**Placed cells, one colour a class**

Drawn at 3 px/um. Fill, decap, tap and diode cells in grey.
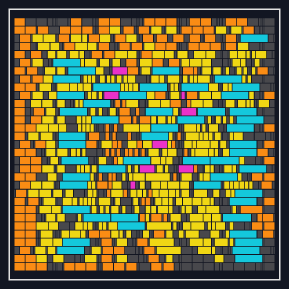
**Cell outlines without signal wires**

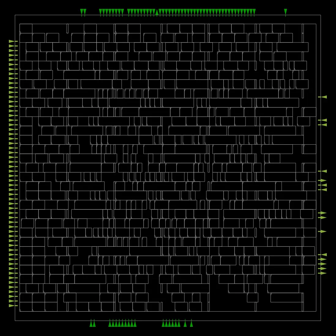
**Supply network**

Drawn at 4 px/um. Pins as bars on the die edge.
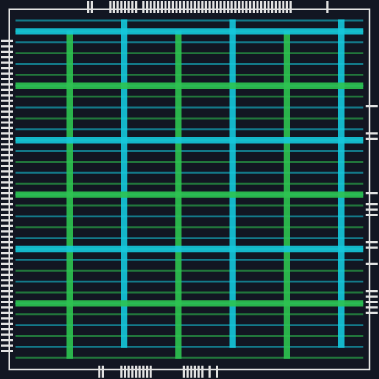
**Metal layers overlaid**

Drawn at 4 px/um. Only two layers are drawn.
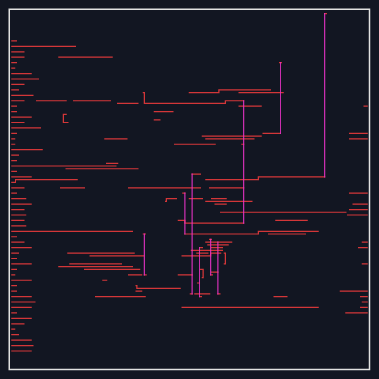
==> config.mk <==
export PLATFORM = sky130hd
export DESIGN_NAME = tx_word_arbiter
export DESIGN_NICKNAME = d
export VERILOG_FILES = /design/src/rtl/tx_arb_pkg.sv /design/src/rtl/tx_word_arbiter_rr_picker.sv /design/src/rtl/tx_word_arbiter.sv
export SDC_FILE = /design/constraint.sdc
export NUM_CORES = 1
export LEC_CHECK = 0
export CAP_MARGIN = 20
export CORE_UTILIZATION = 50
export CTS_BUF_LIST = sky130_fd_sc_hd__clkbuf_8
export DETAILED_ROUTE_END_ITERATION = 10
export GPL_TIMING_DRIVEN = 0
export PLACE_DENSITY_LB_ADDON = 0.25
export SYNTH_ARGS = -nofsm -noshare
export SYNTH_HDL_FRONTEND = slang
export SYNTH_SLANG_ARGS = --single-unit
==> constraint.sdc <==
create_clock -name clk -period 7.15 [get_ports clk]
set_input_delay 0.715 -clock clk [delete_from_list [all_inputs] [get_ports clk]]
set_output_delay 0.715 -clock clk [all_outputs]
set_load 0.01 [all_outputs]
==> src/rtl/tx_arb_pkg.sv <==
`default_nettype none
// ============================================================================
//  Module      : tx_arb_pkg
//  Description : Shared definitions for the serial transmit word arbiter.
//                Holds the FSM state type and named state constants. The
//                TAP controller assertions import the same package.
//  Revision    : 1.0 - initial release
// ============================================================================
package tx_arb_pkg;

   // Arbiter FSM states. The 2-bit encoding is explicit.
   typedef enum logic [1:0] {
      IDLE  = 2'd0,
      SHIFT = 2'd1,
      DONE  = 2'd2
   } state_t;

   localparam state_t ST_IDLE  = IDLE;
   localparam state_t ST_SHIFT = SHIFT;
   localparam state_t ST_DONE  = DONE;

endpackage : tx_arb_pkg
`default_nettype wire

==> src/rtl/tx_word_arbiter_rr_picker.sv <==
`default_nettype none
// ============================================================================
//  Module      : rr_picker
//  Description : Combinational round-robin search. Starting just after
//                i_last_winner and wrapping modulo NUM_REQ, it selects the
//                first requester with its request bit set.
//  Ports       : i_req         - level requests, one bit per requester
//                i_last_winner - index of the previous winner
//                o_grant       - one-hot grant (all zero when i_req == 0)
//                o_grant_idx   - index of the granted requester
//  Revision    : 1.0 - initial release
// ============================================================================
module rr_picker #(
   parameter int NUM_REQ = 4,
   parameter int IDX_W   = $clog2(NUM_REQ)
) (
   input  logic [NUM_REQ-1:0] i_req,
   input  logic [IDX_W-1:0]   i_last_winner,
   output logic [NUM_REQ-1:0] o_grant,
   output logic [IDX_W-1:0]   o_grant_idx
);

   always_comb begin
      logic             w_found;
      logic [IDX_W-1:0] w_idx;
      o_grant     = '0;
      o_grant_idx = '0;
      w_found     = 1'b0;
      w_idx       = '0;
      // The offset runs from 1 to NUM_REQ, so the previous winner is
      // considered last. That ordering bounds any requester's wait to
      // NUM_REQ-1 transfers.
      for (int k = 1; k <= NUM_REQ; k++) begin
         w_idx = IDX_W'((int'(i_last_winner) + k) % NUM_REQ);
         if (!w_found && i_req[w_idx]) begin
            w_found          = 1'b1;
            o_grant[w_idx]   = 1'b1;
            o_grant_idx      = w_idx;
         end
      end
   end

endmodule : rr_picker
`default_nettype wire

==> src/rtl/tx_word_arbiter.sv <==
`default_nettype none
// ============================================================================
//  Module      : tx_word_arbiter
//  Description : Shares one serial transmit path among NUM_REQ requesters.
//                The winner is chosen by round-robin and its WIDTH-bit word
//                is captured. The word is then shifted out MSB-first, one
//                bit per shift_en cycle. A done pulse signals completion.
//                This block owns all bit counting, so requesters never track
//                word length.
//  Ports       : clk      - clock; all state changes on its rising edge
//                reset    - asynchronous active-low reset
//                req      - level requests, one bit per requester
//                data     - word of requester i is data[i*WIDTH +: WIDTH]
//                shift_en - advance one bit this cycle
//                ack      - one-hot, 1-cycle pulse on word capture
//                grant_id - index of the current or last winner
//                busy     - high from capture through the done cycle
//                tx_out   - registered serial data
//                done     - 1-cycle pulse after the last bit is driven
//  Revision    : 1.0 - initial release
// ============================================================================
module tx_word_arbiter
   import tx_arb_pkg::*;
#(
   parameter  int NUM_REQ = 4,
   parameter  int WIDTH   = 32,
   localparam int IDX_W   = $clog2(NUM_REQ),
   localparam int CNT_W   = $clog2(WIDTH + 1)
) (
   input  logic                     clk,
   input  logic                     reset,
   input  logic [NUM_REQ-1:0]       req,
   input  logic [NUM_REQ*WIDTH-1:0] data,
   input  logic                     shift_en,
   output logic [NUM_REQ-1:0]       ack,
   output logic [IDX_W-1:0]         grant_id,
   output logic                     busy,
   output logic                     tx_out,
   output logic                     done
);

   state_t               r_state;
   logic [WIDTH-1:0]     r_sreg;
   logic [CNT_W-1:0]     r_cnt;
   logic [IDX_W-1:0]     r_last;
   logic [NUM_REQ-1:0]   r_ack;
   logic [IDX_W-1:0]     r_grant;
   logic                 r_busy;
   logic                 r_tx;
   logic                 r_done;

   logic [NUM_REQ-1:0]   w_grant;
   logic [IDX_W-1:0]     w_grant_idx;
   logic [WIDTH-1:0]     w_word;

   rr_picker #(
      .NUM_REQ (NUM_REQ),
      .IDX_W   (IDX_W)
   ) u_rr_picker (
      .i_req         (req),
      .i_last_winner (r_last),
      .o_grant       (w_grant),
      .o_grant_idx   (w_grant_idx)
   );

   assign w_word = data[int'(w_grant_idx)*WIDTH +: WIDTH];

   always_ff @(posedge clk or negedge reset) begin
      if (!reset) begin
         r_state <= ST_IDLE;
         r_sreg  <= '0;
         r_cnt   <= '0;
         r_last  <= IDX_W'(NUM_REQ - 1);   // requester 0 gets first priority
         r_ack   <= '0;
         r_grant <= '0;
         r_busy  <= 1'b0;
         r_tx    <= 1'b0;
         r_done  <= 1'b0;
      end else begin
         // ack and done are single-cycle pulses by default.
         r_ack  <= '0;
         r_done <= 1'b0;
         case (r_state)
            ST_IDLE: begin
               if (|req) begin
                  r_sreg  <= w_word;
                  r_cnt   <= CNT_W'(WIDTH);
                  r_ack   <= w_grant;
                  r_grant <= w_grant_idx;
                  r_busy  <= 1'b1;
                  r_state <= ST_SHIFT;
               end
            end
            ST_SHIFT: begin
               // A zero count is never decremented. This guard keeps the
               // counter from wrapping.
               if (shift_en && (r_cnt != '0)) begin
                  r_tx   <= r_sreg[WIDTH-1];
                  r_sreg <= r_sreg << 1;
                  r_cnt  <= r_cnt - CNT_W'(1);
                  if (r_cnt == CNT_W'(1)) begin
                     r_done  <= 1'b1;
                     r_state <= ST_DONE;
                  end
               end
            end
            ST_DONE: begin
               // Round-robin history advances only when a transfer
               // completes. A reset mid-word leaves priority at requester 0.
               r_last  <= r_grant;
               r_busy  <= 1'b0;
               r_state <= ST_IDLE;
            end
            default: begin
               r_state <= ST_IDLE;
            end
         endcase
      end
   end

   assign ack      = r_ack;
   assign grant_id = r_grant;
   assign busy     = r_busy;
   assign tx_out   = r_tx;
   assign done     = r_done;

endmodule : tx_word_arbiter
`default_nettype wire

==> Flow_metrics.wiki <==
== Implementation results ==
{| class="wikitable"
! Metric !! Value
|-
| Layout area overhead || 43.2%
|-
| CTS Root Buffer Type || sky130_fd_sc_hd__clkbuf_8
|-
| FP Util || 52.4%
|-
| Critical path data required time || approximately 7.3 ns
|-
| Synth Instances || 425
|-
| Most common cell on crit path || sky130_fd_sc_hd__buf_2
|-
| Unrepaired setup endpoints after global routing || no
|-
| P_leak || 2.14 nW
|-
| Post_cts resized || 0
|-
| Critical path class || reg -> reg
|-
| Worst setup margin || approximately 3.2 ns
|-
| Congestion Overflow GR || 0
|-
| Proportion of netlist area held by the largest area contributor || roughly a third
|-
| Footprint of the multi-input gates || approximately 2400 um2
|-
| Number of optimization iterations in the first detailed-route pass || 5
|-
| Post-synthesis instance area || between 3000 and 4000 um2
|-
| # nets final || ~720
|-
| Count of instantiated cells in the yosys netlist || around 430
|-
| Worst slack after detailed placement || 3.25 ns
|-
| Deepest level of the CTS H-tree || 2
|-
| Number of buffers added by the clock tree synthesis step || 5
|-
| Final sum of negative setup slack || 0 ns
|-
| Top cells by area || sky130_fd_sc_hd__dfrtp_1, sky130_fd_sc_hd__o221a_2, sky130_fd_sc_hd__mux2i_1, sky130_fd_sc_hd__o221ai_1, sky130_fd_sc_hd__o211ai_1
|-
| DRT antenna net count || 0
|-
| Max-slew headroom at the worst pin || a little over half
|-
| Global-route usage over all layers || around 29%
|-
| Total power draw || around 1.5 mW
|-
| Chip Area || between 8000 and 9000 um2
|-
| Pin slew with the least headroom to its limit || approximately 0.66 ns
|-
| Synth area leader || sky130_fd_sc_hd__dfrtp_1
|-
| Post-synthesis async set-or-reset flop share || 100%
|-
| Sequential element share of the synthesized area || 33.3%
|-
| Upper clock frequency limit || roughly 260 MHz
|-
| Via density || roughly 6.1
|-
| Worst reg2reg setup slack || approximately 3.2 ns
|-
| Final Skew || between 0.01 and 0.015 ns
|-
| CTS Hold Bufs || 0
|-
| Detail-routed net length per standard cell || 17.0 um
|-
| Proportion of layout cells with a drive suffix above 1 || approximately a tenth
|-
| Final period demand of the worst path || approximately 3.9 ns
|-
| Max-cap violation count || 0
|-
| Worst Reg-to-Reg Cells || 12
|-
| Number of distinct library cell variants in the gate-level netlist after synthesis || approximately 49
|-
| Final Routed Wirelength || 11.5 mm
|-
| Clock tree from TritonCTS || done
|-
| Total setup buffers inserted after CTS || 0
|-
| Pins Over Slew Limit || 0
|-
| Weighted congestion at the end of routability-driven global placement || about 0.86
|-
| Number of DRC violations after detailed routing || 0
|-
| Post-synth EDFFs || 0
|-
| Number of inserted diodes || 0
|-
| Antenna violations before repair || 0
|-
| DR iter-0 viols || 281
|-
| Most frequently used flop master after synthesis || sky130_fd_sc_hd__dfrtp_1
|-
| Delay of the slowest cell on the worst path || around 0.66 ns
|-
| Destination of the worst register-to-register timing path || r_sreg[22]
|-
| # port buffers || between 100 and 150
|-
| Core utilization of the finished layout || 75.1%
|-
| Status || finished clean
|-
| Maximum root-to-sink buffer count || 2
|-
| Seq cells post-synth || 51
|-
| Number of clock sinks || just over 50
|-
| Storage cell area || 1280 um2
|-
| Crit start category || flip-flop
|-
| Ordered cell list for the critical path || buf_2, inv_1, ha_1, mux4_2, nor2b_1, buf_2, o21ai_1, and2_1, buf_6, buf_2, mux2i_1, o211ai_1
|}
## Picture notes: 'placed cells, one colour a class'
[flops] cyan | cells: 51
[clock drivers and dummy loads] magenta | cells: 8
[combinational and other logic] yellow | cells: 335
[other buffers and delay cells] orange | cells: 183
fin area: 5500 um2
sequential share of cell area: 23.2%
row cnt: 31

## Picture notes: 'cell outlines without signal wires'
final sequential cell count: 51
core footprint: 7330 um2
final instance count without filler cells: 676
count of fill cells added during filler insertion: 544

## Picture notes: 'supply network'
[VSS] green
[VDD] cyan
signal pins: 144
met1 rails: 32
met5 straps: 6
die height: 89.7 um
Worst VDD drop: 0.157 mV
horizontal die size: 89.7 um

## Picture notes: 'metal layers overlaid'
[metal 4] magenta | wire length: 173 um
[metal 3] red | wire length: 861 um

[flip-flops by register name, summed over array words and instances, names as in the netlist]
register,count
r_sreg,32
r_cnt,6
ack,4
grant_id,2
r_last,2
r_state,2
busy,1
done,1
tx_out,1
[synth_stat cells, drive strengths merged (5+ instances only)]
| cell | count |
|---|---|
| dfrtp | 49 |
| inv | 8 |
| o21ai | 10 |
| mux2i | 32 |
| buf | 7 |
| nor2 | 47 |
| o221a | 31 |
| ha | 11 |
| o211ai | 30 |
| clkbuf | 32 |
| o221ai | 30 |
| a221oi | 5 |
| nand2 | 42 |
| nor3 | 6 |
| a21oi | 31 |
[critical path: cells and delay by family (launching register included)]
kind | cells | cell delay (ns)
flip-flops | 1 | 0.66
AND-OR/OR-AND | 2 | 0.43
buffers and inverters | 5 | 1.06
multiplexers | 2 | 0.83
adder cells (fa/ha/maj) | 1 | 0.44
AND/OR/NAND/NOR | 2 | 0.36
[how the worst min path moves through the flow]
| stage | to | slack [ns] | cells past startpoint |
|---|---|---|---|
| 6_report | r_sreg[30] | 0.31 | 1 |
| 5_1_grt | ack[2] | 0.33 | 1 |
| 4_1_cts | r_sreg[30] | 0.32 | 1 |
| 3_5_place_dp | grant_id[0] | 0.50 | 2 |
| 3_3_place_gp | r_cnt[1] | 0.49 | 2 |
| 2_1_floorplan | ack[0] | 0.42 | 0 |
[cell type report]
type / count / share of cell area, %
Timing Repair Buffer: 144 / 26.3
Sequential cell: 51 / 23.2
Multi-Input combinational cell: 327 / 43.1
Tap cell: 99 / 2.25
Buffer: 39 / 2.91
Clock buffer: 6 / 1.50
Clock inverter: 2 / 0.159
Inverter: 8 / 0.546
[layout by cell type, fill, tap and decap left out, drive strengths merged, types with 6 or more instances in the layout]
cell type / n
mux2i: 32
nor2: 47
buf: 9
inv: 9
nor3: 6
o221ai: 30
a21oi: 31
ha: 11
clkdlybuf4s50: 142
clkbuf: 38
o221a: 31
o211ai: 30
nand2: 42
dfrtp: 49
o21ai: 10
[metal layers]
metal  GRT usage, %  routed length, um  vias up  part of all wire (%)
met1           36.3               4450     1977                    39
met2           50.2               6030      198                    52
met5              0                  0        -                     0
li1               -                  -     1959                     -
met3           5.76                860       23                   7.5
met4           6.49                173        0                   1.5
[logic make-up after synthesis]
logic type      share of synthesized area (%)
compound gates                           32.2
xor+xnor                                0.912
fa+ha+maj                                3.58
buf+inv                                  4.95
flops                                    33.3
mux                                      12.0
simple gates                             13.1
[stage by stage]
stage | std cells | area [um2]
global placement | 667 | 5400
floorplan | 425 | 3840
finish | 676 | 5500
CTS | 676 | 5500
global route | 676 | 5500
detailed placement | 668 | 5410
[report_power, final]
group          leakage [nW]  total (mW)  internal [mW]  switching (mW)
logic                  1.45       0.855          0.397           0.458
clock network        0.0524       0.171         0.0769          0.0940
registers             0.638       0.485          0.405          0.0797
No activity file was given, so power comes from the tool's default toggle rates.
